Figure 1. Pin placement.
Pins as bars across the die edge, other pins in gray.
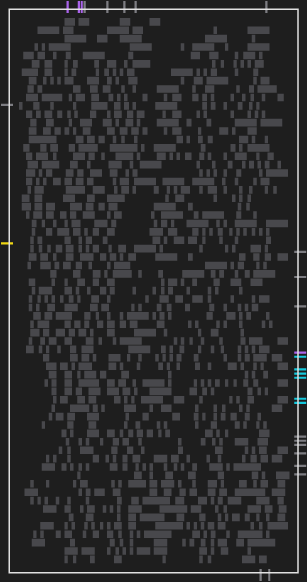
Figure 2. Cell classes on the final placement.
The bar under the picture is 20 µm long.
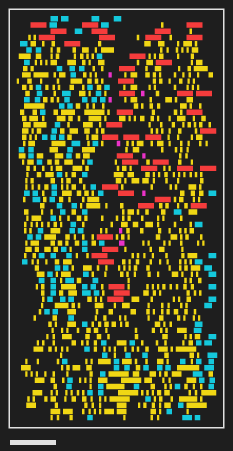
Figure 3. Clock wires, drivers and flops.
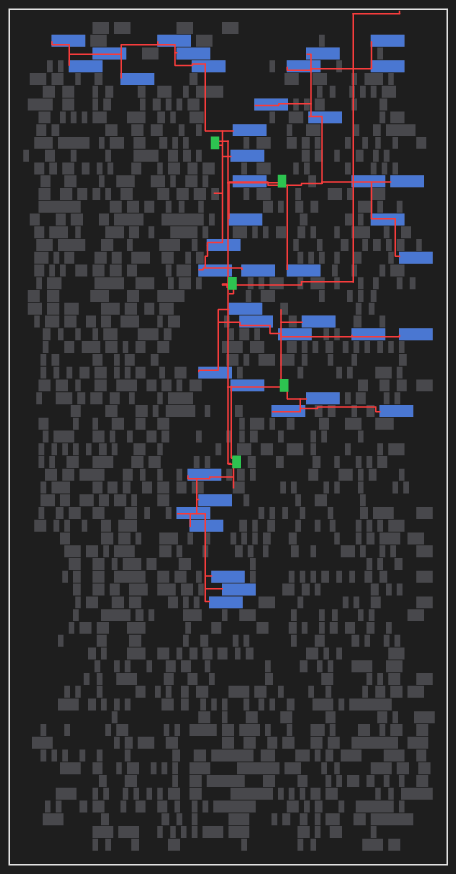
Figure 4. Clock nets.
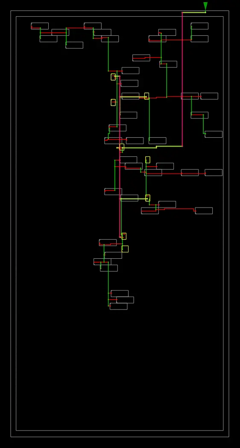
Figure 5. Cell sizes after repair.
The bar under the picture is 20 µm long.
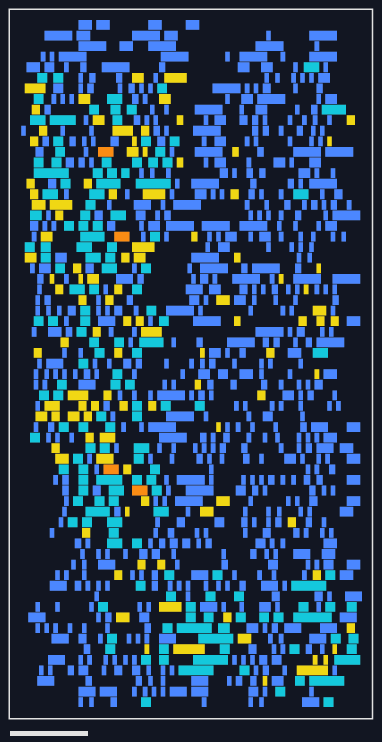
### config.mk
export PLATFORM = sky130hd
export DESIGN_NAME = charge_timer
export DESIGN_NICKNAME = d
export VERILOG_FILES = /design/src/rtl/charge_timer_pkg.sv /design/src/rtl/charge_timer_bin2bcd6.sv /design/src/rtl/charge_timer.sv
export SDC_FILE = /design/constraint.sdc
export NUM_CORES = 1
export LEC_CHECK = 0
export ABC_AREA = 1
export CELL_PAD_IN_SITES_DETAIL_PLACEMENT = 1
export CELL_PAD_IN_SITES_GLOBAL_PLACEMENT = 2
export CORE_AREA = 2 2 91 180
export CTS_BUF_LIST = sky130_fd_sc_hd__clkbuf_2
export CTS_CLUSTER_DIAMETER = 200
export DETAILED_ROUTE_END_ITERATION = 10
export DIE_AREA = 0 0 93 182
export PLACE_DENSITY_LB_ADDON = 0.1
export SLEW_MARGIN = 20
export SYNTH_ARGS = -nofsm -noshare
export SYNTH_HDL_FRONTEND = slang
export SYNTH_SLANG_ARGS = --single-unit
### constraint.sdc
create_clock -name clk -period 9.05 [get_ports clk]
set_clock_uncertainty 0.15 [all_clocks]
set_input_delay 0.905 -clock clk [delete_from_list [all_inputs] [get_ports clk]]
set_output_delay 0.905 -clock clk [all_outputs]
set_load 0.01 [all_outputs]
### src/rtl/charge_timer_pkg.sv
// Shared charger definitions: state encoding, payment clamp and time limits.
// Used by charge_timer and by the charging controller.
package charge_timer_pkg;

    typedef enum logic [2:0] {
        ST_IDLE,
        ST_WAIT,
        ST_LOAD,
        ST_CHARGE,
        ST_DONE
    } chg_state_t;

    localparam int PAY_CLAMP = 20;
    localparam int MAX_TIME  = 60;
    localparam int TIME_W    = 6;

    // Payment digits above 9 saturate to 9 before the unit clamp.
    function automatic logic [TIME_W-1:0] pay_to_seconds(
        input logic [3:0] tens,
        input logic [3:0] ones,
        input int         sec_per_unit
    );
        int t;
        int o;
        int p;
        int s;
        t = (tens > 4'd9) ? 9 : int'(tens);
        o = (ones > 4'd9) ? 9 : int'(ones);
        p = 10 * t + o;
        if (p > PAY_CLAMP) p = PAY_CLAMP;
        s = p * sec_per_unit;
        if (s > MAX_TIME) s = MAX_TIME;
        if (s < 0) s = 0;
        return TIME_W'(s);
    endfunction

endpackage

### src/rtl/charge_timer_bin2bcd6.sv
// Combinational 6-bit binary to two-digit BCD converter.
module bin2bcd6 (
    input  logic [5:0] bin,
    output logic [3:0] tens,
    output logic [3:0] ones
);

    logic [5:0] rem;

    always_comb begin
        tens = 4'd0;
        rem  = bin;
        for (int i = 0; i < 6; i++) begin
            if (rem >= 6'd10) begin
                rem  = rem - 6'd10;
                tens = tens + 4'd1;
            end
        end
        ones = rem[3:0];
    end

endmodule

### src/rtl/charge_timer.sv
// Charge/idle countdown timer with one-second prescaler and BCD display.
module charge_timer
    import charge_timer_pkg::*;
#(
    parameter int TICK_DIV     = 50_000_000,
    parameter int WAIT_SECONDS = 10,
    parameter int SEC_PER_UNIT = 3
) (
    input  logic       clk,
    input  logic       reset,
    input  logic       timer_reset,
    input  logic       timing,
    input  logic       state_timing,
    input  logic [3:0] pay_tens,
    input  logic [3:0] pay_ones,
    output logic [5:0] current_time,
    output logic       end_timing,
    output logic [3:0] time_tens,
    output logic [3:0] time_ones
);

    localparam int PW = (TICK_DIV > 1) ? $clog2(TICK_DIV) : 1;
    localparam logic [PW-1:0] PRESC_TOP = PW'(TICK_DIV - 1);
    localparam int WAIT_CLAMP =
        (WAIT_SECONDS > MAX_TIME) ? MAX_TIME : WAIT_SECONDS;
    localparam logic [5:0] WAIT_INIT = 6'(WAIT_CLAMP);

    chg_state_t    state_q;
    chg_state_t    state_d;
    logic [PW-1:0] presc_q;
    logic [PW-1:0] presc_d;
    logic [5:0]    ct_d;
    logic          end_d;
    logic [3:0]    tens_d;
    logic [3:0]    ones_d;
    logic          tick;
    logic [5:0]    load_val;

    assign tick     = (presc_q == PRESC_TOP);
    assign load_val = pay_to_seconds(pay_tens, pay_ones, SEC_PER_UNIT);

    always_comb begin
        state_d = state_q;
        presc_d = tick ? '0 : presc_q + 1'b1;
        ct_d    = current_time;
        end_d   = 1'b0;
        unique case (state_q)
            ST_IDLE: begin
                if (timing) begin
                    state_d = ST_LOAD;
                    presc_d = '0;
                end else if (state_timing) begin
                    state_d = ST_WAIT;
                    presc_d = '0;
                    ct_d    = WAIT_INIT;
                end
            end
            ST_WAIT: begin
                if (timing) begin
                    state_d = ST_LOAD;
                    presc_d = '0;
                end else if (!state_timing) begin
                    state_d = ST_IDLE;
                end else if (tick) begin
                    if (current_time <= 6'd1) begin
                        ct_d    = 6'd0;
                        end_d   = 1'b1;
                        state_d = ST_IDLE;
                    end else begin
                        ct_d = current_time - 6'd1;
                    end
                end
            end
            ST_LOAD: begin
                ct_d = load_val;
                if (load_val != 6'd0) begin
                    state_d = ST_CHARGE;
                end else begin
                    state_d = ST_DONE;
                    end_d   = 1'b1;
                end
            end
            ST_CHARGE: begin
                // Unplugging mid-charge keeps the remaining time on display.
                if (!timing) begin
                    state_d = ST_IDLE;
                end else if (tick) begin
                    if (current_time <= 6'd1) begin
                        ct_d    = 6'd0;
                        end_d   = 1'b1;
                        state_d = ST_DONE;
                    end else begin
                        ct_d = current_time - 6'd1;
                    end
                end
            end
            ST_DONE: begin
                ct_d = 6'd0;
                if (!timing) state_d = ST_IDLE;
            end
            default: begin
                state_d = ST_IDLE;
                ct_d    = 6'd0;
            end
        endcase
        if (timer_reset) begin
            state_d = ST_IDLE;
            presc_d = '0;
            ct_d    = 6'd0;
            end_d   = 1'b0;
        end
    end

    bin2bcd6 u_bcd (
        .bin  (ct_d),
        .tens (tens_d),
        .ones (ones_d)
    );

    always_ff @(posedge clk) begin
        if (!reset) begin
            state_q      <= ST_IDLE;
            presc_q      <= '0;
            current_time <= 6'd0;
            end_timing   <= 1'b0;
            time_tens    <= 4'd0;
            time_ones    <= 4'd0;
        end else begin
            state_q      <= state_d;
            presc_q      <= presc_d;
            current_time <= ct_d;
            end_timing   <= end_d;
            time_tens    <= tens_d;
            time_ones    <= ones_d;
        end
    end

endmodule

==> results.cfg <==
; generated from flow reports
[status]
status = complete, no violations

[setup_path]
cp_top_family = simple AND/OR/NAND/NOR gates
slowest_stage = fa_2
crit_fanout = 7
critPathMostFrequentCell = nand2_1
critPathCapture = time_tens[2]
crit_required_ns = 9.28
r2r-end = time_tens[2]
crit_cells = 66

[route]
dr_wl_met2_mm = 7.15
routed_wl_mm = 13.9
vias = 5205
wl_met1_mm = 6.42

[synthesis]
synth_dominant_cell_count = nand2_1
flop_cell = dfxtp_1
ys_async_sr_fraction_pct = 0
yosys-top-cells-count = nand2_1 (200), inv_1 (104), nor2_1 (91)
synth_area_um2 = 4710
netlist.area_leader.share_pct = 18.3
yosys_area_um2 = 4710
ys_types = 50

[hold_path]
holdPathStages = 1
hold_path_class = reg2reg

[pwr]
intPower_mw = 1.14
power_density_nw_per_um2 = 334
total_power_mw = 2.18
irDropWorstVdd_v = 0.000593
pwr-share-seq_pct = 9.8

[clock_tree]
clk_path_buf_depth = 2
post_cts_buffers = 4
cts_tree = yes

[finish]
comb_cells = 606
area_delta_synth_final_pct = 38.9
layout-drive-gt1-share_pct = 28.4
inverters = 115
fillers = 2100
antenna_cells = 1

[final_timing]
timing.fmax_mhz = 117
whs_ns = 0.338
final_hold_viol_count = 0

[floorplanning]
io_pins = 28
initCoreUtil_pct = 30.1

[grt]
met1_usage_pct = 20.9
grt_max_degree = 26
grt-busiest-layer = met2
met2_usage_pct = 30.7

[place]
gp_congestion = 0.792
place_ws_ns = -0.953

[flow_run]
warnings = 31
Back to the opening pictures, Figure 1:
Key: `timer_reset` = yellow [pins 1, direction input, edge west]; `current_time` = cyan [pins 6, direction output, edge east]; `time_ones` = purple [pins 4, direction output, edge 3 north, 1 east]
All pins by edge: 16 east, 8 north, 2 south, 2 west.
Die Span Y: 182 µm
IO Port Bufs: 27
Die W: 93 µm

Back to the opening pictures, Figure 2:
Key: all other logic = yellow [cells 721]; flip-flops = red [cells 43]; other buffers and delay cells = cyan [cells 146]; clock drivers and dummy loads = magenta [cells 8]
Layout Utilization: 41.9%
Core Area: 15600 µm²
Finished Cell Area: 6540 µm²
row cnt: 65

Back to the opening pictures, Figure 3:
Key: flip-flops = blue [count 43]; cells driving clock nets = green [count 5]; clock wires = red [length 661 µm]
There are 6 routed clock nets.
Worst-Skew Late Latency: 0.44 ns
Clk network pwr share: 3.9%
Power Clock: 0.0862 mW

Back to the opening pictures, Figure 4:
CTS Buf Count: 5
CLK BUF: 6

Back to the opening pictures, Figure 5:
Key: drive 6 and up = orange [cells 4, most used buf_6]; drive 2 = yellow [cells 104, most used nand2_2]; drive 1 or less = blue [cells 657, most used nand2_1]; drive 3 to 4 = cyan [cells 153, most used buf_4]

Power figures rest on the tool's default switching activity, not on a simulated workload.
